===== config.mk =====
export PLATFORM = sky130hd
export DESIGN_NAME = dfe_isi_canceller_flat
export DESIGN_NICKNAME = d
export VERILOG_FILES = /design/src/rtl/serdes_rx_pkg.sv /design/src/rtl/dfe_isi_canceller_if.sv /design/src/rtl/dfe_tap_mac.sv /design/src/rtl/dfe_isi_canceller.sv /design/src/flat_wrapper.sv
export SDC_FILE = /design/constraint.sdc
export NUM_CORES = 1
export LEC_CHECK = 0
export CORE_UTILIZATION = 54
export DETAILED_ROUTE_END_ITERATION = 6
export GPL_TIMING_DRIVEN = 0
export PLACE_DENSITY = 0.73
export SLEW_MARGIN = 0
export SYNTH_ARGS = -nofsm -noshare
export SYNTH_HDL_FRONTEND = slang
export SYNTH_SLANG_ARGS = --single-unit

===== constraint.sdc =====
create_clock -name clk -period 13.5 [get_ports clk]
set_input_delay 2.7 -clock clk [delete_from_list [all_inputs] [get_ports clk]]
set_output_delay 2.7 -clock clk [all_outputs]
set_load 0.005 [all_outputs]

===== src/rtl/serdes_rx_pkg.sv =====
// Shared SerDes receive definitions: PAM4 level constants, Gray symbol map and
// the DFE canceller FSM state type.
package serdes_rx_pkg;

    localparam int DEF_SYMBOL_SEPERATION = 56;
    localparam int LVL_NEG_OUTER = -3 * DEF_SYMBOL_SEPERATION / 2;
    localparam int LVL_NEG_INNER = -DEF_SYMBOL_SEPERATION / 2;
    localparam int LVL_POS_INNER = DEF_SYMBOL_SEPERATION / 2;
    localparam int LVL_POS_OUTER = 3 * DEF_SYMBOL_SEPERATION / 2;

    localparam logic [1:0] GRAY_NEG_OUTER = 2'b00;
    localparam logic [1:0] GRAY_NEG_INNER = 2'b01;
    localparam logic [1:0] GRAY_POS_INNER = 2'b11;
    localparam logic [1:0] GRAY_POS_OUTER = 2'b10;

    typedef enum logic [1:0] {
        IDLE,
        CALC,
        WAIT_DEC,
        UPDATE
    } dfe_state_e;

    // Zero and any off-grid value fall back to the -S/2 code.
    function automatic logic [1:0] gray_map(input logic signed [31:0] value, input int sep);
        logic [1:0] code;
        code = GRAY_NEG_INNER;
        if (value == -3 * sep / 2)
            code = GRAY_NEG_OUTER;
        else if (value == -sep / 2)
            code = GRAY_NEG_INNER;
        else if (value == sep / 2)
            code = GRAY_POS_INNER;
        else if (value == 3 * sep / 2)
            code = GRAY_POS_OUTER;
        return code;
    endfunction

endpackage


===== src/rtl/dfe_isi_canceller_if.sv =====
// Sample / estimation / decision handshake bundle between the DFE canceller
// and its neighbours.
interface dfe_isi_canceller_if #(
    parameter int W = 16
);
    logic signed [W-1:0] sample;
    logic                s_valid;
    logic                s_ready;
    logic signed [W-1:0] estimation;
    logic                e_valid;
    logic signed [W-1:0] feedback_value;
    logic                f_valid;
    logic [1:0]          sym_out;
    logic                sym_valid;

    modport master (
        output sample, s_valid, feedback_value, f_valid,
        input  s_ready, estimation, e_valid, sym_out, sym_valid
    );

    modport slave (
        input  sample, s_valid, feedback_value, f_valid,
        output s_ready, estimation, e_valid, sym_out, sym_valid
    );
endinterface


===== src/rtl/dfe_tap_mac.sv =====
// Combinational feedback multiply-accumulate: sum of tap[k]*hist[k] at full
// precision, scaled back from Q1.(R-1) by an arithmetic shift.
module dfe_tap_mac #(
    parameter int NUM_TAPS          = 2,
    parameter int SIGNAL_RESOLUTION = 8,
    parameter int W                 = 16,
    parameter int ACC_W             = SIGNAL_RESOLUTION + W + $clog2(NUM_TAPS) + 1
) (
    input  logic [NUM_TAPS*SIGNAL_RESOLUTION-1:0] taps,
    input  logic [NUM_TAPS*W-1:0]                 hist,
    output logic signed [ACC_W-1:0]               isi
);

    logic signed [ACC_W-1:0] acc;
    logic signed [ACC_W-1:0] tap_ext;
    logic signed [ACC_W-1:0] hist_ext;

    always_comb begin
        acc      = '0;
        tap_ext  = '0;
        hist_ext = '0;
        for (int unsigned k = 0; k < NUM_TAPS; k++) begin
            tap_ext  = ACC_W'($signed(taps[k*SIGNAL_RESOLUTION +: SIGNAL_RESOLUTION]));
            hist_ext = ACC_W'($signed(hist[k*W +: W]));
            acc      = acc + tap_ext * hist_ext;
        end
        isi = acc >>> (SIGNAL_RESOLUTION - 1);
    end

endmodule


===== src/rtl/dfe_isi_canceller.sv =====
// Decision-feedback ISI canceller: subtracts the tap-weighted decision history
// from each sample and waits for the slicer decision to extend the history.
module dfe_isi_canceller
    import serdes_rx_pkg::*;
#(
    parameter int PULSE_RESPONSE_LENGTH = 2,
    parameter int SIGNAL_RESOLUTION     = 8,
    parameter int SYMBOL_SEPERATION     = 56,
    parameter int NUM_TAPS              = 2,
    parameter int TIMEOUT               = 15,
    localparam int AW = (NUM_TAPS > 1) ? $clog2(NUM_TAPS) : 1
) (
    input  logic                                clk,
    input  logic                                rstn,
    dfe_isi_canceller_if.slave                  bus,
    input  logic                                tap_we,
    input  logic [AW-1:0]                       tap_addr,
    input  logic signed [SIGNAL_RESOLUTION-1:0] tap_wdata,
    output logic                                dec_timeout
);

    localparam int R     = SIGNAL_RESOLUTION;
    localparam int W     = SIGNAL_RESOLUTION * PULSE_RESPONSE_LENGTH;
    localparam int ACC_W = R + W + $clog2(NUM_TAPS) + 1;
    localparam int DW    = ACC_W + 1;
    localparam int CW    = $clog2(TIMEOUT + 1);

    localparam logic signed [W-1:0]  W_MAX  = {1'b0, {(W-1){1'b1}}};
    localparam logic signed [W-1:0]  W_MIN  = {1'b1, {(W-1){1'b0}}};
    localparam logic signed [DW-1:0] EST_MAX = DW'(W_MAX);
    localparam logic signed [DW-1:0] EST_MIN = DW'(W_MIN);

    dfe_state_e              state;
    logic signed [R-1:0]     taps [NUM_TAPS];
    logic signed [W-1:0]     hist [NUM_TAPS];
    logic signed [W-1:0]     sample_q;
    logic signed [W-1:0]     fb_q;
    logic [CW-1:0]           wait_cnt;

    logic [NUM_TAPS*R-1:0]   taps_flat;
    logic [NUM_TAPS*W-1:0]   hist_flat;
    logic signed [ACC_W-1:0] isi;
    logic signed [DW-1:0]    diff;
    logic signed [W-1:0]     est_sat;
    logic                    addr_ok;

    always_comb begin
        taps_flat = '0;
        hist_flat = '0;
        for (int unsigned k = 0; k < NUM_TAPS; k++) begin
            taps_flat[k*R +: R] = taps[k];
            hist_flat[k*W +: W] = hist[k];
        end
    end

    dfe_tap_mac #(
        .NUM_TAPS          (NUM_TAPS),
        .SIGNAL_RESOLUTION (R),
        .W                 (W),
        .ACC_W             (ACC_W)
    ) u_mac (
        .taps (taps_flat),
        .hist (hist_flat),
        .isi  (isi)
    );

    always_comb begin
        diff = DW'(sample_q) - DW'(isi);
        if (diff > EST_MAX)
            est_sat = W_MAX;
        else if (diff < EST_MIN)
            est_sat = W_MIN;
        else
            est_sat = diff[W-1:0];
    end

    assign addr_ok = ({1'b0, tap_addr} < (AW+1)'(NUM_TAPS));

    // Taps update independently of the FSM; a write landing on the CALC edge
    // is seen only by the following sample.
    always_ff @(posedge clk or negedge rstn) begin
        if (!rstn) begin
            for (int unsigned k = 0; k < NUM_TAPS; k++)
                taps[k] <= '0;
        end else if (tap_we && addr_ok) begin
            taps[tap_addr] <= tap_wdata;
        end
    end

    always_ff @(posedge clk or negedge rstn) begin
        if (!rstn) begin
            state          <= IDLE;
            sample_q       <= '0;
            fb_q           <= '0;
            wait_cnt       <= '0;
            for (int unsigned k = 0; k < NUM_TAPS; k++)
                hist[k] <= '0;
            bus.s_ready    <= 1'b0;
            bus.estimation <= '0;
            bus.e_valid    <= 1'b0;
            bus.sym_out    <= '0;
            bus.sym_valid  <= 1'b0;
            dec_timeout    <= 1'b0;
        end else begin
            bus.e_valid   <= 1'b0;
            bus.sym_valid <= 1'b0;
            case (state)
                IDLE: begin
                    if (bus.s_valid && bus.s_ready) begin
                        sample_q    <= bus.sample;
                        bus.s_ready <= 1'b0;
                        state       <= CALC;
                    end else begin
                        bus.s_ready <= 1'b1;
                    end
                end
                CALC: begin
                    bus.estimation <= est_sat;
                    bus.e_valid    <= 1'b1;
                    wait_cnt       <= '0;
                    state          <= WAIT_DEC;
                end
                WAIT_DEC: begin
                    // Cycle 0 is the e_valid cycle; the slicer cannot answer yet.
                    wait_cnt <= wait_cnt + CW'(1);
                    if (wait_cnt != '0 && bus.f_valid) begin
                        fb_q          <= bus.feedback_value;
                        bus.sym_out   <= gray_map(32'(bus.feedback_value), SYMBOL_SEPERATION);
                        bus.sym_valid <= 1'b1;
                        state         <= UPDATE;
                    end else if (wait_cnt == CW'(TIMEOUT - 1)) begin
                        fb_q          <= '0;
                        bus.sym_out   <= gray_map('0, SYMBOL_SEPERATION);
                        bus.sym_valid <= 1'b1;
                        dec_timeout   <= 1'b1;
                        state         <= UPDATE;
                    end
                end
                UPDATE: begin
                    hist[0] <= fb_q;
                    for (int unsigned k = 1; k < NUM_TAPS; k++)
                        hist[k] <= hist[k-1];
                    bus.s_ready <= 1'b1;
                    state       <= IDLE;
                end
                default: state <= IDLE;
            endcase
        end
    end

endmodule


===== src/flat_wrapper.sv =====
// flat-port wrapper written by rule: the top's interface ports become plain ports
module dfe_isi_canceller_flat import serdes_rx_pkg::*;
#(
    parameter int PULSE_RESPONSE_LENGTH = 2,
    parameter int SIGNAL_RESOLUTION     = 8,
    parameter int SYMBOL_SEPERATION     = 56,
    parameter int NUM_TAPS              = 2,
    parameter int TIMEOUT               = 15,
    localparam int AW = (NUM_TAPS > 1) ? $clog2(NUM_TAPS) : 1
)
  (clk, rstn, tap_we, tap_addr, tap_wdata, dec_timeout, bus_sample, bus_s_valid, bus_feedback_value, bus_f_valid, bus_s_ready, bus_estimation, bus_e_valid, bus_sym_out, bus_sym_valid);
  dfe_isi_canceller_if #(.W((16))) bus_i ();
  input  logic clk;
  input  logic rstn;
  input  logic tap_we;
  input  logic [AW-1:0] tap_addr;
  input  logic signed [SIGNAL_RESOLUTION-1:0] tap_wdata;
  output logic dec_timeout;
  input wire logic [$bits(bus_i.sample)-1:0] bus_sample;
  input wire logic [$bits(bus_i.s_valid)-1:0] bus_s_valid;
  input wire logic [$bits(bus_i.feedback_value)-1:0] bus_feedback_value;
  input wire logic [$bits(bus_i.f_valid)-1:0] bus_f_valid;
  output wire logic [$bits(bus_i.s_ready)-1:0] bus_s_ready;
  output wire logic [$bits(bus_i.estimation)-1:0] bus_estimation;
  output wire logic [$bits(bus_i.e_valid)-1:0] bus_e_valid;
  output wire logic [$bits(bus_i.sym_out)-1:0] bus_sym_out;
  output wire logic [$bits(bus_i.sym_valid)-1:0] bus_sym_valid;
  assign bus_i.sample = bus_sample;
  assign bus_i.s_valid = bus_s_valid;
  assign bus_i.feedback_value = bus_feedback_value;
  assign bus_i.f_valid = bus_f_valid;
  assign bus_s_ready = bus_i.s_ready;
  assign bus_estimation = bus_i.estimation;
  assign bus_e_valid = bus_i.e_valid;
  assign bus_sym_out = bus_i.sym_out;
  assign bus_sym_valid = bus_i.sym_valid;
  dfe_isi_canceller #(.PULSE_RESPONSE_LENGTH(PULSE_RESPONSE_LENGTH), .SIGNAL_RESOLUTION(SIGNAL_RESOLUTION), .SYMBOL_SEPERATION(SYMBOL_SEPERATION), .NUM_TAPS(NUM_TAPS), .TIMEOUT(TIMEOUT)) u_core (.clk(clk), .rstn(rstn), .bus(bus_i), .tap_we(tap_we), .tap_addr(tap_addr), .tap_wdata(tap_wdata), .dec_timeout(dec_timeout));
endmodule

**Cell outlines without signal wires**

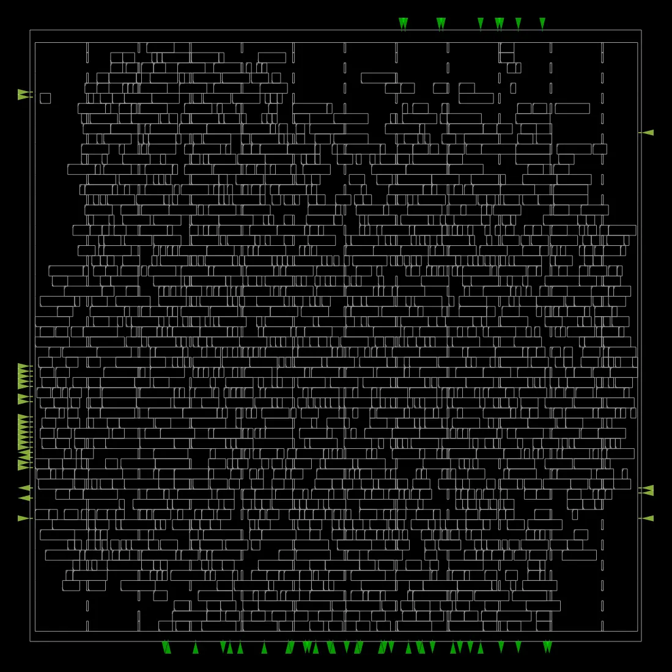
count of placed standard cells in the final layout, fillers left out: 1818
Filler cells: 2099
Tap Cells: 330
total number of placement rows: 58

**Cell classes on the final placement**

Fill, decap, tap and diode cells in gray.
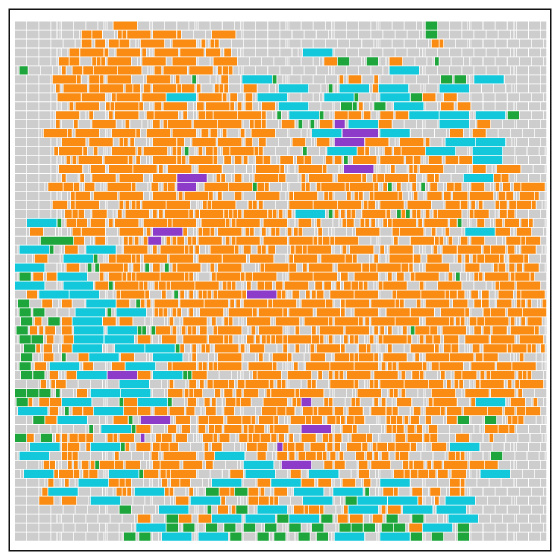
- green: other buffers and delay cells (cells 122; share of their area 6.0%)
- purple: clock drivers and dummy loads (cells 16; share of their area 2.0%)
- orange: all other logic (cells 1242; share of their area 74%)
- cyan: flip-flops (cells 108; share of their area 18%)

==> notes.md <==
The following summarizes the physical implementation.

Setup path
In this run the worst setup path terminates at u_core.bus.estimation[5]. STA classifies the critical path startpoint as a flip-flop. Among all stages on the critical path, the largest delay is contributed by sky130_fd_sc_hd__dfrtp_1. Across all register-to-register paths, the minimum setup slack is between 4000 and 5000 ps. The data arrival time of the worst path is around 9200 ps. Together, buffers and inverters on the worst path number 7. The critical path's top delay family is adder cells.

Per STA, the library cell used most along the worst path is sky130_fd_sc_hd__fa_1. The launching point of the worst reg2reg path is u_core.taps[13]. For the worst flop-to-flop path, the logic depth is 30. The longest incremental delay of any stage on the critical path is reported as 660 ps. According to the timing report, the critical path is launched from u_core.taps[13].

The highest fanout seen on the critical path is 10. The worst setup path is captured at a flip-flop. The worst setup path category is flip-flop to flip-flop. The reg-to-reg critical path endpoint is u_core.bus.estimation[5].

Logic synthesis
Of all flip-flops after synthesis, the portion carrying an async set or reset was 100%. After Yosys synthesis, AND-OR and OR-AND compound gates account for about 6.6% of the synthesized area. For reference, the post-synthesis area per instance comes to 10.1 um^2.

The post-synthesis share of cell area spent on and, or, nand and nor gates is 12.5%. The top-area cell type share of the netlist area is between 30% and 40%. The synthesized design contains 0 enable-type register cells. The area fraction in mux cells is 5.02%.

After Yosys synthesis, full adders, half adders and majority gates account for around 44% of the synthesized area. The synthesis stats list as the most numerous cell sky130_fd_sc_hd__inv_1. The number of distinct library cell variants in the gate-level netlist after synthesis is 57.

The synthesis warning total is 0. Among the non-sequential cells, adder cells take the most area. The commonest cells after synthesis are 316 x sky130_fd_sc_hd__inv_1, 255 x sky130_fd_sc_hd__fa_1, 144 x sky130_fd_sc_hd__nand2_1, 108 x sky130_fd_sc_hd__dfrtp_1, 106 x sky130_fd_sc_hd__and2_1. The synthesized design spends more area on one cell type than any other, namely sky130_fd_sc_hd__fa_1.

The net count of the mapped netlist is 1796. By area the synthesized netlist is led by sky130_fd_sc_hd__fa_1 36%, sky130_fd_sc_hd__dfrtp_1 19%, sky130_fd_sc_hd__inv_1 8.4%. The proportion of synthesized chip area in sequential cells is a little under a fifth. After synthesis, the design contains between 1000 and 1500 cells according to Yosys. The synthesized netlist occupies a cell area of 14100 um^2. Counting flops and latches in the post-synthesis netlist gives 108. The cell-mix breakdown from Yosys lists the XOR/XNOR area share as approximately 2.7%. Synthesis handed over a netlist of about 1400 instances. The summed standard-cell area reported by yosys is 14100 um^2.

Timing
The maximum clock skew at final layout is roughly 13 ps. The worst-case hold slack is roughly 490 ps. Across all checked pins, the minimum headroom to the slew limit is roughly 45%. In the final report, the number of hold violations comes to 0. Setup repair after global routing left no endpoint under its margin. Setup slack on the critical path of the routed design comes to about 4500 ps. Setup total negative slack on the finished layout was measured at 0 ps. For the pin with the worst max-slew slack, the measured transition is 826 ps.

The max-slew violation total from the final report is 0. The end-of-flow timing check tallies setup violations at 0. The minimum clock period after layout is 8950 ps.

The fraction of the cycle the final worst path needs is roughly two thirds.

Clock tree
The total of hold buffers inserted after clock tree synthesis is 0. In this run the number of H-tree levels came out at 3. The clock passes through at most 2 buffers.

Gates resized during post-CTS repair numbered 0. Looking at the post-CTS report, the setup buffer insertion count equals 0. TritonCTS built the clock tree. The number of buffers created by CTS is 9. The root buffer cell chosen for the clock tree is sky130_fd_sc_hd__clkbuf_16. The clock network latency to the later pin of the worst-skew pair is around 370 ps. The clock drives 108 sinks. The clock-pin slew reported for the worst setup and hold paths after clock tree synthesis is 80 ps.

Worst hold path
The report gives the cell count of the worst hold path as 1. STA lists the startpoint of the worst hold path as u_core.dec_timeout.

Finish
There are approximately 110 flip-flops and latches. The antenna diode instance count is 0. The non-clock buffer area fraction after layout is roughly 6%. In the final layout, flip-flops and latches take up roughly 17% of the cell area. The fraction of area in clock buffers and inverters is 1.99%. The layout summary lists the proportion of cells stronger than drive strength 1 as around 6.7%. The most common logic cells in the final layout are 316 x sky130_fd_sc_hd__inv_1, 255 x sky130_fd_sc_hd__fa_1, 144 x sky130_fd_sc_hd__nand2_1. The layout net count is roughly 1900. The most area-hungry cell class in the final design is multi-input combinational cells.

The register with the most flip-flops in the final layout is u_core.hist. Counting only logic cells after layout, the most numerous master is sky130_fd_sc_hd__inv_1. The storage element area is 2700 um^2. The layout has approximately 320 inverters outside the clock class. The post-route core utilization is 61.1%. The number of flip-flops in the largest register is 32.

The number of non-clock buffers in the layout is ~120. Per the layout area report, the combinational gate area comes to around 10000 um^2. Per the layout report, the design carries 10 clock buffers.

Route
The via density per instance is between 5 and 6. Detailed routing placed a total of approximately 16000 um of wire on met2. The number of search-and-repair iterations in the first detailed-routing pass is 5. The wire length reported by the detailed router is between 30000 and 40000 um. The detailed router placed around 9600 vias in this run. For this run, design rule violations remaining after detail routing come to 0.

After detailed routing, the average wire length per cell comes to around 17 um. The sum of met3 wire segment lengths after detailed routing is 1510 um. The first routing iteration left around 460 violations.

After detailed routing, no signal wire sits above met4. The number of nets still failing antenna checks after routing is 0.

Floorplan
In the floorplan report the effective utilization is 55.5%. The core region is around 25000 um^2. The die outline area is 26800 um^2.

Global route
The number of global-route vias before repair came to between 10000 and 15000. The global routing report lists combined usage of all routing layers as approximately 25%. The first-pass GRT wire length is just over 50000 um. The met2 usage in global routing is approximately 43%. The total global routing overflow is 0. Global routing consumed, on the met3 layer, 3.64% of the routing resources. The maximum number of pins on one net before global-route repair is roughly 73. The met1 track utilization from global routing is between 30 and 40%. Per the GRT log, the top usage layer is met2. The initial antenna violation count is 0.

Flow run
The tool warning count for the run is 31. The report counts max-capacitance violations totalling 0.

Placement
For this run the detailed placement stage logged an HPWL of around 25000 um. Routability-driven placement finished with a final weighted congestion of ~0.9. Detailed placement reports a standard cell area of ~15000 um^2.

The worst-case setup slack after placement is about 4600 ps.

Outcome
The run finished with clean final reports.
**Ports around the boundary**

Pins as bars across the die edge, other pins in gray.
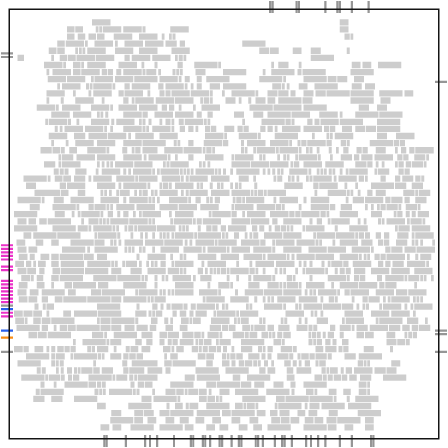
- magenta: bus_feedback_value (pins 16; direction input; edge west)
- blue: bus_sym_out (pins 2; direction output; edge west)
- orange: dec_timeout (pins 1; direction output; edge west)
- all pins by edge: 32 south, 23 west, 9 north, 4 east
overall die width: 164 um
Port Buf Inserts: 67
Vert. Die Dim: 164 um

**Routed metal, one color a layer**

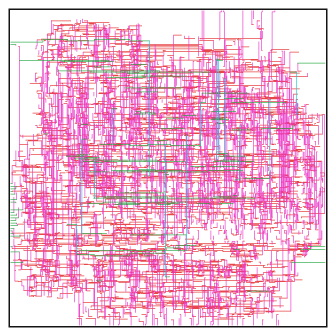
- magenta: met2 (wire length 15900 um)
- cyan: met4 (wire length 556 um)
- red: met1 (wire length 12900 um)
- green: met3 (wire length 1510 um)

